--- src/rtl/mult_operand_sequencer.sv ---
// Operand feeder for the Booth multiplier: buffers operand pairs, sequences
// the shared data bus and strobes, and hands back the product or a timeout.
module mult_operand_sequencer #(
    parameter int WIDTH   = 16,
    parameter int DEPTH   = 4,
    parameter int TIMEOUT = 64
) (
    input  logic               clk,
    input  logic               rst_n,
    input  logic               in_valid,
    output logic               in_ready,
    input  logic [WIDTH-1:0]   in_a,
    input  logic [WIDTH-1:0]   in_b,
    output logic [WIDTH-1:0]   mul_data,
    output logic               mul_ldM,
    output logic               mul_ldQ,
    output logic               mul_start,
    input  logic               mul_done,
    input  logic [2*WIDTH-1:0] mul_prod,
    output logic               out_valid,
    input  logic               out_ready,
    output logic [2*WIDTH-1:0] out_prod,
    output logic               out_err,
    output logic               busy
);

    localparam int AW = $clog2(DEPTH);
    localparam int CW = $clog2(TIMEOUT);

    localparam logic [2:0] S_IDLE  = 3'd0;
    localparam logic [2:0] S_LDM   = 3'd1;
    localparam logic [2:0] S_LDQ   = 3'd2;
    localparam logic [2:0] S_START = 3'd3;
    localparam logic [2:0] S_WAIT  = 3'd4;
    localparam logic [2:0] S_HOLD  = 3'd5;

    logic [2:0]         state;
    logic [2*WIDTH-1:0] mem [DEPTH];
    logic [AW:0]        wr_ptr;
    logic [AW:0]        rd_ptr;
    logic [WIDTH-1:0]   op_a;
    logic [WIDTH-1:0]   op_b;
    logic [CW-1:0]      cnt;
    logic               full;
    logic               empty;
    logic               push;
    logic               pop;

    // Extra pointer bit distinguishes full from empty when indices match
    assign empty = (wr_ptr == rd_ptr);
    assign full  = (wr_ptr[AW] != rd_ptr[AW]) &&
                   (wr_ptr[AW-1:0] == rd_ptr[AW-1:0]);
    assign push  = in_valid && !full;
    assign pop   = (state == S_IDLE) && !empty;

    assign in_ready  = !full;
    assign busy      = (state != S_IDLE) || !empty;
    assign mul_ldM   = (state == S_LDM);
    assign mul_ldQ   = (state == S_LDQ);
    assign mul_start = (state == S_START);

    always_comb begin
        mul_data = '0;
        unique case (state)
            S_LDM:   mul_data = op_a;
            S_LDQ:   mul_data = op_b;
            S_START: mul_data = op_b;
            default: mul_data = '0;
        endcase
    end

    always_ff @(posedge clk) begin
        if (push) begin
            mem[wr_ptr[AW-1:0]] <= {in_b, in_a};
        end
    end

    always_ff @(posedge clk) begin
        if (!rst_n) begin
            state     <= S_IDLE;
            wr_ptr    <= '0;
            rd_ptr    <= '0;
            op_a      <= '0;
            op_b      <= '0;
            cnt       <= '0;
            out_valid <= 1'b0;
            out_prod  <= '0;
            out_err   <= 1'b0;
        end else begin
            if (push) begin
                wr_ptr <= wr_ptr + 1'b1;
            end
            if (pop) begin
                rd_ptr <= rd_ptr + 1'b1;
            end
            unique case (state)
                S_IDLE: begin
                    if (pop) begin
                        {op_b, op_a} <= mem[rd_ptr[AW-1:0]];
                        state        <= S_LDM;
                    end
                end
                S_LDM:   state <= S_LDQ;
                S_LDQ:   state <= S_START;
                S_START: begin
                    cnt   <= '0;
                    state <= S_WAIT;
                end
                S_WAIT: begin
                    cnt <= cnt + 1'b1;
                    // done has priority over a coincident timeout
                    if (mul_done) begin
                        out_prod  <= mul_prod;
                        out_err   <= 1'b0;
                        out_valid <= 1'b1;
                        state     <= S_HOLD;
                    end else if (cnt == CW'(TIMEOUT - 1)) begin
                        out_prod  <= '0;
                        out_err   <= 1'b1;
                        out_valid <= 1'b1;
                        state     <= S_HOLD;
                    end
                end
                S_HOLD: begin
                    if (out_ready) begin
                        out_valid <= 1'b0;
                        state     <= S_IDLE;
                    end
                end
                default: state <= S_IDLE;
            endcase
        end
    end

endmodule

--- config.mk ---
export PLATFORM = sky130hd
export DESIGN_NAME = mult_operand_sequencer
export DESIGN_NICKNAME = d
export VERILOG_FILES = /design/src/rtl/mult_operand_sequencer.sv
export SDC_FILE = /design/constraint.sdc
export NUM_CORES = 1
export LEC_CHECK = 0
export CAP_MARGIN = 10
export CORE_ASPECT_RATIO = 1.1
export CORE_MARGIN = 2
export CORE_UTILIZATION = 60
export CTS_BUF_LIST = sky130_fd_sc_hd__clkbuf_8
export DETAILED_ROUTE_END_ITERATION = 8
export HOLD_SLACK_MARGIN = 0.12
export PLACE_DENSITY = 0.94
export SYNTH_ARGS = -nofsm -noshare
export SYNTH_HDL_FRONTEND = slang
export SYNTH_SLANG_ARGS = --single-unit
--- constraint.sdc ---
create_clock -name clk -period 6.3 [get_ports clk]
set_input_delay 1.26 -clock clk [delete_from_list [all_inputs] [get_ports clk]]
set_output_delay 1.26 -clock clk [all_outputs]
set_load 0.03 [all_outputs]
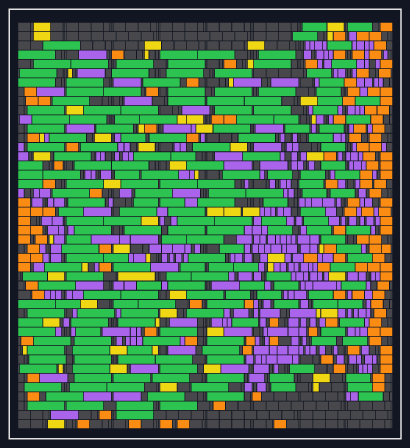
**Above:** placement by cell class.
Fill, decap, tap and diode cells in gray.
Key: green = registers [cells 209, share of their area 56%]; purple = remaining logic cells [cells 335, share of their area 25%]; yellow = clock drivers and dummy loads [cells 58, share of their area 6.3%]; orange = remaining buffers and delay cells [cells 132, share of their area 13%]
Floorplan Core Area: 0.0132 mm^2
area of all placed cells without fillers: 0.0100 mm^2
number of rows created at floorplan: 44
Util after Layout: 75.8%
sequential portion of the cell area: 54.6%

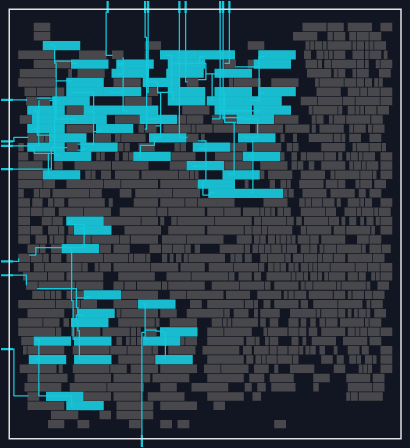
**Above:** nets reached from selected ports.
Key: cyan = in_a [direction input, edge 8 top, 7 left, 1 bottom, end cells 64, buffers 16, wire 884 um]

==> results.txt <==
Flow results.

- The number of nets in the finished design is 784.
- The sequential cell area fraction in the yosys report is 67.2%.
- The number of gates resized after CTS was 0.
- The count of tool warnings is 29.
- The total setup buffers inserted after CTS is 0.
- The critical path startpoint category is a flop.
- At the placement stage, the worst setup path has a slack of 2.46 ns.
- By instance count after routing, the leading logic cell types are sky130_fd_sc_hd__edfxtp_1 (128), sky130_fd_sc_hd__clkdlybuf4s50_1 (122), sky130_fd_sc_hd__nand2_1 (102).
- The setup slack of the worst register-to-register path is 3.96 ns.
- In the layout the tool counted multi-input logic cells amounting to 325.
- According to the timing report, the critical path is captured at mul_data[15].
- The timing report shows that the slowest cell on the worst path is sky130_fd_sc_hd__nor3_2.
- The total power is 3.61 mW.
- Counting tap cells, the placed design contains a total of 836 instances.
- Setup total negative slack on the finished layout was measured at 0 ns.
- The power in combinational cells is 0.843 mW.
- By area the synthesized netlist is led by sky130_fd_sc_hd__edfxtp_1 (47%), sky130_fd_sc_hd__dfxtp_1 (20%), sky130_fd_sc_hd__mux4_2 (8.9%), sky130_fd_sc_hd__nand2_1 (4.7%), sky130_fd_sc_hd__o22ai_1 (2.5%).
- The fraction of synthesized cell area taken by the top area cell type is 47.3%.
- Setup repair after global routing left no endpoint under its margin.
- The run finished with clean final reports.
- The maximum root-to-sink buffer count is 3.
- For the worst setup path, the data required time is 5.04 ns.
- Counting flops with an async set or reset pin after synthesis yields a share of 0%.
- In this run the number of cells on the critical path is 4.
- The transition time recorded at the tightest slew-check pin is 1.20 ns.
- The design has 209 sequential cells.
- The worst hold slack after final layout is 0.467 ns.
- The final worst setup slack is 1.82 ns.
- The number of non-clock inverters is 10.
- After layout, the clock buffer instance count stands at 36.
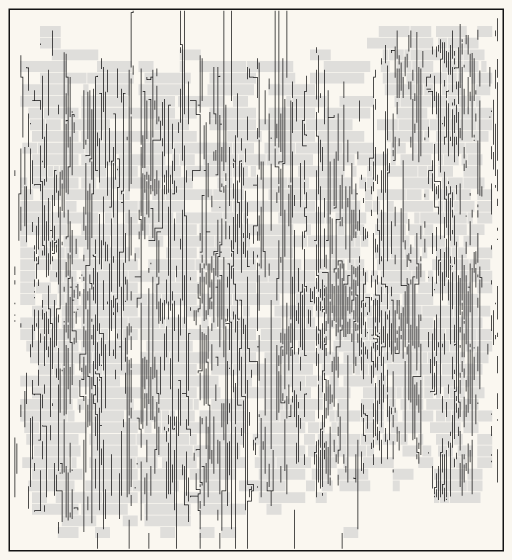
**Above:** metal 2.
The layer carries 8,870 um of wire. The wires run mostly vertical. The longest straight run is 48.3 um. The layer holds 50% of the routed length.

## worst register-to-register path: stages (launching register included)
cell and delay, ns:
sky130_fd_sc_hd__dfxtp_1 0.42, sky130_fd_sc_hd__ha_1 0.21, sky130_fd_sc_hd__and3_1 0.21, sky130_fd_sc_hd__and3_1 0.20
sky130_fd_sc_hd__o21a_1 0.90, sky130_fd_sc_hd__o22ai_1 0.21
## metal layers
metal / track usage [%] / share of wire (%) / up-vias
li1: - / - / 2443
met1: 30.3 / 40 / 2563
met2: 42.7 / 50 / 253
met3: 4.67 / 7.8 / 30
met4: 7.23 / 2.0 / 0
met5: 0 / 0 / -
## registers in the layout (all words and copies together) (netlist names)
signal	flops
wr_ptr	3
state	3
op_b	16
mem	128
op_a	16
out_prod	32
out_valid	1
cnt	6
rd_ptr	3
out_err	1
Power and IR drop assume default switching activity.
